Figure 1. Clock network drawn from the DEF (run 1).
Scale bar: 20 um.
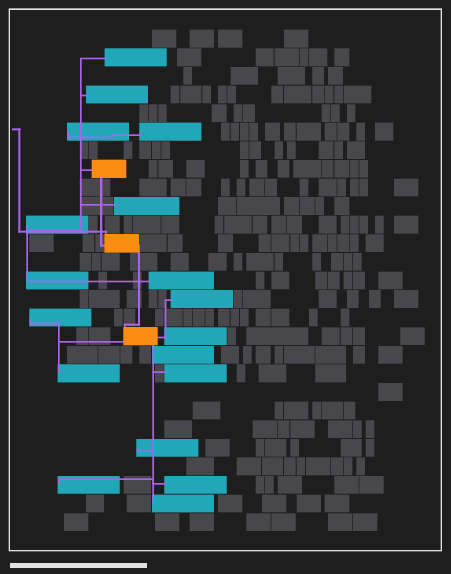
Figure 2. Sequential cells colored by netlist name (run 1).
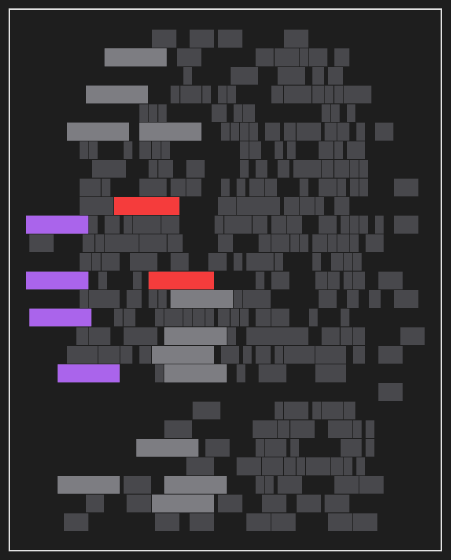
Figure 3. Cell sizes after repair (run 1).
Scale bar: 20 um.
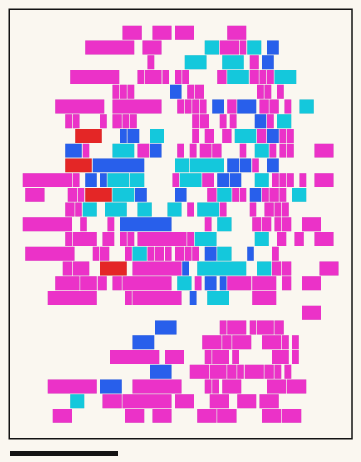
Figure 4. Selected gate families (run 1).
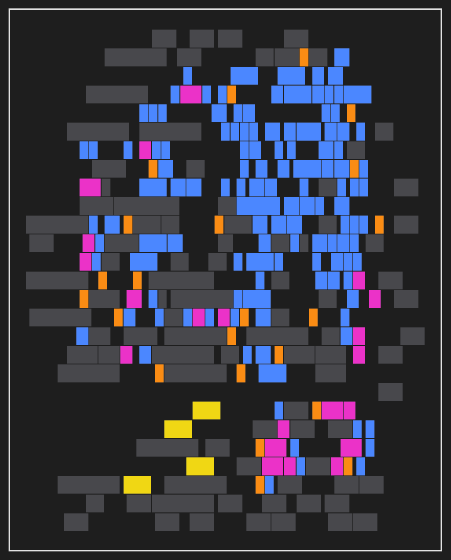
File: src/rtl/mux_quad4_1_arb_pkg.sv
// Shared types and sizes for the quad 4-1 mux arbiter.
// No logic; no latency.
// No flow control.
package mux_quad4_1_arb_pkg;

    localparam int NUM_REQ = 4;
    localparam int SEL_W   = 2;

    typedef enum logic {
        IDLE  = 1'b0,
        GRANT = 1'b1
    } state_t;

endpackage

File: src/rtl/mux_quad4_1.sv
// Existing 4-bit quad 4-1 mux: routes one of InA..InD to Y by S.
// Combinational, zero latency.
// No flow control.
module mux_quad4_1 (
    input  logic [3:0] InA,
    input  logic [3:0] InB,
    input  logic [3:0] InC,
    input  logic [3:0] InD,
    input  logic [1:0] S,
    output logic [3:0] Y
);

    always_comb begin
        Y = InA;
        case (S)
            2'd0:    Y = InA;
            2'd1:    Y = InB;
            2'd2:    Y = InC;
            default: Y = InD;
        endcase
    end

endmodule

File: src/rtl/mux_quad4_1_arb_rr_pick4.sv
// Rotating first-set-bit picker: scans req from start upward, wrapping mod 4.
// Combinational, zero latency.
// No flow control.
module rr_pick4
    import mux_quad4_1_arb_pkg::*;
(
    input  logic [NUM_REQ-1:0] req,
    input  logic [SEL_W-1:0]   start,
    output logic               found,
    output logic [SEL_W-1:0]   idx
);

    logic [SEL_W-1:0] cand;

    always_comb begin
        found = 1'b0;
        idx   = start;
        cand  = start;
        for (int i = 0; i < NUM_REQ; i++) begin
            cand = start + i[SEL_W-1:0];
            if (!found && req[cand]) begin
                found = 1'b1;
                idx   = cand;
            end
        end
    end

endmodule

File: src/rtl/mux_quad4_1_arb.sv
// Round-robin arbiter driving the shared quad 4-1 mux select, plus registered output.
// Latency: req->gnt 1 cycle; transfer->Out/out_valid 1 cycle.
// Backpressure: owner holds req while it has data; tenure capped at MAX_HOLD beats.
module mux_quad4_1_arb
    import mux_quad4_1_arb_pkg::*;
#(
    parameter int MAX_HOLD = 4,
    parameter int HOLD_W   = 4
) (
    input  logic               clk,
    input  logic               rst_n,
    input  logic [NUM_REQ-1:0] req,
    input  logic [NUM_REQ-1:0] last,
    input  logic [3:0]         InA,
    input  logic [3:0]         InB,
    input  logic [3:0]         InC,
    input  logic [3:0]         InD,
    output logic [NUM_REQ-1:0] gnt,
    output logic [SEL_W-1:0]   S,
    output logic [3:0]         Out,
    output logic               out_valid
);

    state_t             state, state_n;
    logic [NUM_REQ-1:0] gnt_n;
    logic [SEL_W-1:0]   s_n;
    logic [SEL_W-1:0]   ptr, ptr_n;
    logic [HOLD_W-1:0]  hold_cnt, hold_n;

    logic [SEL_W-1:0]   pick_start;
    logic               pick_found;
    logic [SEL_W-1:0]   pick_idx;
    logic               xfer;
    logic               owner_req;
    logic               owner_last;
    logic               at_max;
    logic               rel;
    logic [3:0]         mux_out;

    mux_quad4_1 u_mux (
        .InA (InA),
        .InB (InB),
        .InC (InC),
        .InD (InD),
        .S   (S),
        .Y   (mux_out)
    );

    // After a release the scan starts just past the outgoing owner so it ranks last.
    assign pick_start = (state == GRANT) ? S + 2'd1 : ptr;

    rr_pick4 u_pick (
        .req   (req),
        .start (pick_start),
        .found (pick_found),
        .idx   (pick_idx)
    );

    assign owner_req  = req[S];
    assign owner_last = last[S];
    assign xfer       = (state == GRANT) && |(gnt & req);
    assign at_max     = (hold_cnt == HOLD_W'(MAX_HOLD));
    assign rel        = (state == GRANT) &&
                        (!owner_req || owner_last || at_max);

    always_comb begin
        state_n = state;
        gnt_n   = gnt;
        s_n     = S;
        ptr_n   = ptr;
        hold_n  = hold_cnt;
        case (state)
            IDLE: begin
                if (pick_found) begin
                    state_n = GRANT;
                    gnt_n   = NUM_REQ'(1) << pick_idx;
                    s_n     = pick_idx;
                    hold_n  = HOLD_W'(1);
                end
            end
            GRANT: begin
                if (rel) begin
                    ptr_n = S + 2'd1;
                    if (pick_found) begin
                        gnt_n  = NUM_REQ'(1) << pick_idx;
                        s_n    = pick_idx;
                        hold_n = HOLD_W'(1);
                    end else begin
                        state_n = IDLE;
                        gnt_n   = '0;
                        s_n     = '0;
                        hold_n  = '0;
                    end
                end else begin
                    hold_n = hold_cnt + HOLD_W'(1);
                end
            end
            default: begin
                state_n = IDLE;
                gnt_n   = '0;
                s_n     = '0;
                hold_n  = '0;
            end
        endcase
    end

    always_ff @(posedge clk or negedge rst_n) begin
        if (!rst_n) begin
            state    <= IDLE;
            gnt      <= '0;
            S        <= '0;
            ptr      <= '0;
            hold_cnt <= '0;
        end else begin
            state    <= state_n;
            gnt      <= gnt_n;
            S        <= s_n;
            ptr      <= ptr_n;
            hold_cnt <= hold_n;
        end
    end

    always_ff @(posedge clk or negedge rst_n) begin
        if (!rst_n) begin
            Out       <= '0;
            out_valid <= 1'b0;
        end else begin
            out_valid <= xfer;
            if (xfer) begin
                Out <= mux_out;
            end
        end
    end

endmodule

File: config.mk
export PLATFORM = sky130hd
export DESIGN_NAME = mux_quad4_1_arb
export DESIGN_NICKNAME = d
export VERILOG_FILES = /design/src/rtl/mux_quad4_1_arb_pkg.sv /design/src/rtl/mux_quad4_1.sv /design/src/rtl/mux_quad4_1_arb_rr_pick4.sv /design/src/rtl/mux_quad4_1_arb.sv
export SDC_FILE = /design/constraint.sdc
export NUM_CORES = 1
export LEC_CHECK = 0
export ABC_AREA = 1
export CAP_MARGIN = 20
export CORE_AREA = 2 2 61 77
export DETAILED_ROUTE_END_ITERATION = 12
export DIE_AREA = 0 0 63 79
export PLACE_DENSITY_LB_ADDON = 0.15
export SETUP_SLACK_MARGIN = 0.02
export SYNTH_ARGS = -nofsm -noshare
export SYNTH_HDL_FRONTEND = slang
export SYNTH_SLANG_ARGS = --single-unit
File: constraint.sdc
create_clock -name clk -period 2 [get_ports clk]
set_input_delay 0.2 -clock clk [delete_from_list [all_inputs] [get_ports clk]]
set_output_delay 0.2 -clock clk [all_outputs]
set_load 0.05 [all_outputs]
==> results.json, run 1 <==
{
  "nFillCells": 431,
  "final_cell_area_um2": 2140,
  "area_growth_pct": 50.6,
  "fin_nets": 296,
  "fin_skew_ns": 0.000555,
  "antenna_cells": 0,
  "postSynthSeqShare": 0.316,
  "fin_setup_tns_ns": 0,
  "edf_count": 0,
  "worstSetupEndpoint": "gnt[3]",
  "ys_sh_mux": 0.0316,
  "cp_top_family": "simple AND/OR/NAND/NOR gates",
  "grt_usage": 0.157,
  "startpoint": "S[0]",
  "syn-cell-area_um2": 1420,
  "end_kind": "register",
  "ctsResizeCount": 0,
  "die_area_um2": 4980,
  "sh_comb_area": 0.449,
  "synth.distinct_cells": 26,
  "final_core_util": 0.500,
  "tap_cells": 58,
  "busiest_layer": "met2",
  "setup_ws_ns": 0.0476,
  "top_cell_area_share": 0.316,
  "top_cells_by_count": "nand2_1 (79), nand3_1 (22), inv_1 (20), dfrtp_1 (18), nand2_2 (14)",
  "use_met2": 0.284,
  "worstPathRequired_ns": 2.18,
  "dr_wl_met2_um": 1950,
  "tool_warnings": 32,
  "mostFrequentLayoutCells": "nand2_1 (67), clkdlybuf4s50_1 (36), nand3_1 (22)",
  "cp_cell_sequence": "inv_2 -> ha_4 -> inv_2 -> nand2_2 -> nand2_4 -> nand2_4 -> nand2_4 -> nand2_1 -> nand2_2 -> nand3_4 -> nor2_4 -> nand2_4 -> nand2_4 -> nand2_1 -> o21ai_1",
  "coreArea_um2": 4290,
  "status": "complete, no violations",
  "synth_top_cell_by_count": "nand2_1",
  "root_buffer": "clkbuf_8",
  "firstDrtPassIters": 4
}
About Figure 1:
[purple] clock wires | length: 231 um
[orange] cells driving clock nets | count: 3
[cyan] flip-flops | count: 18
routed clock nets	4

About Figure 2:
color	name in the netlist	flops
red	S	2
purple	hold_cnt	4
not colored	12

About Figure 3:
color	size	cells	share
cyan	drive 3 to 4	36	14%
blue	drive 2	33	13%
magenta	drive 1 or less	190	72%
red	drive 6 and up	4	1.5%

About Figure 4:
color	family	cells
blue	NAND gates	123
orange	inverters	22
magenta	inverting AOI/OAI gates	21
yellow	multiplexers	4

Figure 5. Clock wiring as the flow saved it (run 1).
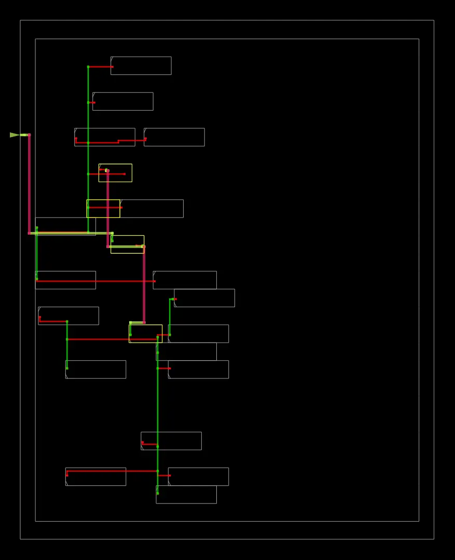

--- run 2 (diff from run 1) ---
--- a/config.mk
+++ b/config.mk
@@ -7,9 +7,9 @@
 export LEC_CHECK = 0
 export ABC_AREA = 1
 export CAP_MARGIN = 20
-export CORE_AREA = 2 2 61 77
+export CORE_AREA = 2 2 54 69
 export DETAILED_ROUTE_END_ITERATION = 12
-export DIE_AREA = 0 0 63 79
+export DIE_AREA = 0 0 56 71
 export PLACE_DENSITY_LB_ADDON = 0.15
 export SETUP_SLACK_MARGIN = 0.02
 export SYNTH_ARGS = -nofsm -noshare
Figure 6. Clock wiring as the flow saved it (run 2).
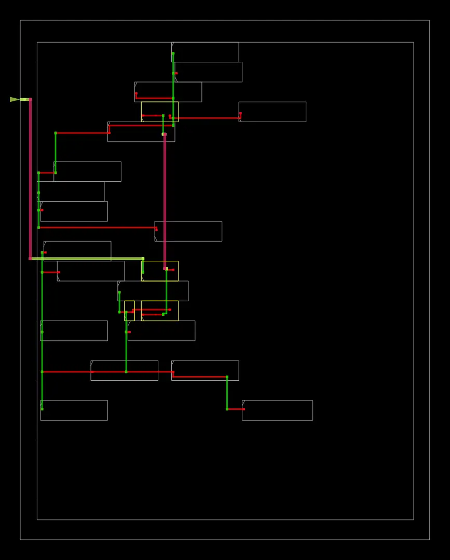
clock buf count: 4
CTS Sinks: 18
clock latency on the worst-skew pair: 0.25 ns

==> run 2 against run 1 <==
  * Routed wire length shrank 0.77%
  * Non-clock buffer count down 5
  * First-iteration DRC count down 24%
  * Cell count decreased by 7.5%
  * Worst hold slack improved by 0.0083 ns
  * Core utilization rose by 12 points
  * Critical path type unchanged
  * Largest cell class unchanged
==> results.json, run 2 <==
{
  "status": "complete, no violations",
  "postSynthSeqShare": 0.316,
  "root_buffer": "clkbuf_8",
  "worstSetupEndpoint": "S[1]",
  "mostFrequentLayoutCells": "nand2_1 (67), clkdlybuf4s50_1 (36), nand3_1 (22)",
  "end_kind": "register",
  "fin_skew_ns": 0.00235,
  "worstPathRequired_ns": 2.17,
  "sh_comb_area": 0.469,
  "use_met2": 0.346,
  "final_core_util": 0.622,
  "top_cell_area_share": 0.316,
  "fin_nets": 291,
  "tap_cells": 39,
  "edf_count": 0,
  "busiest_layer": "met2",
  "top_cells_by_count": "nand2_1 (79), nand3_1 (22), inv_1 (20), dfrtp_1 (18), nand2_2 (14)",
  "nFillCells": 314,
  "grt_usage": 0.200,
  "final_cell_area_um2": 2090,
  "startpoint": "S[0]",
  "area_growth_pct": 47.0,
  "antenna_cells": 0
}
Figure 7. Cell sizes after repair (run 2).
Scale bar: 20 um.
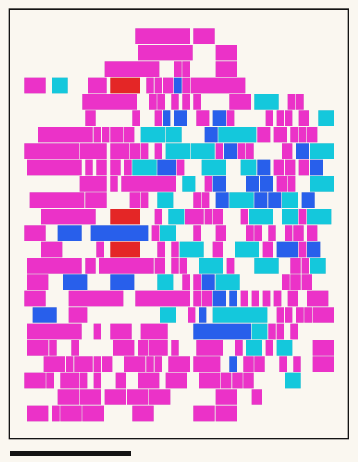
color	size	cells	share
red	drive 6 and up	3	1.2%
cyan	drive 3 to 4	35	14%
magenta	drive 1 or less	190	74%
blue	drive 2	30	12%

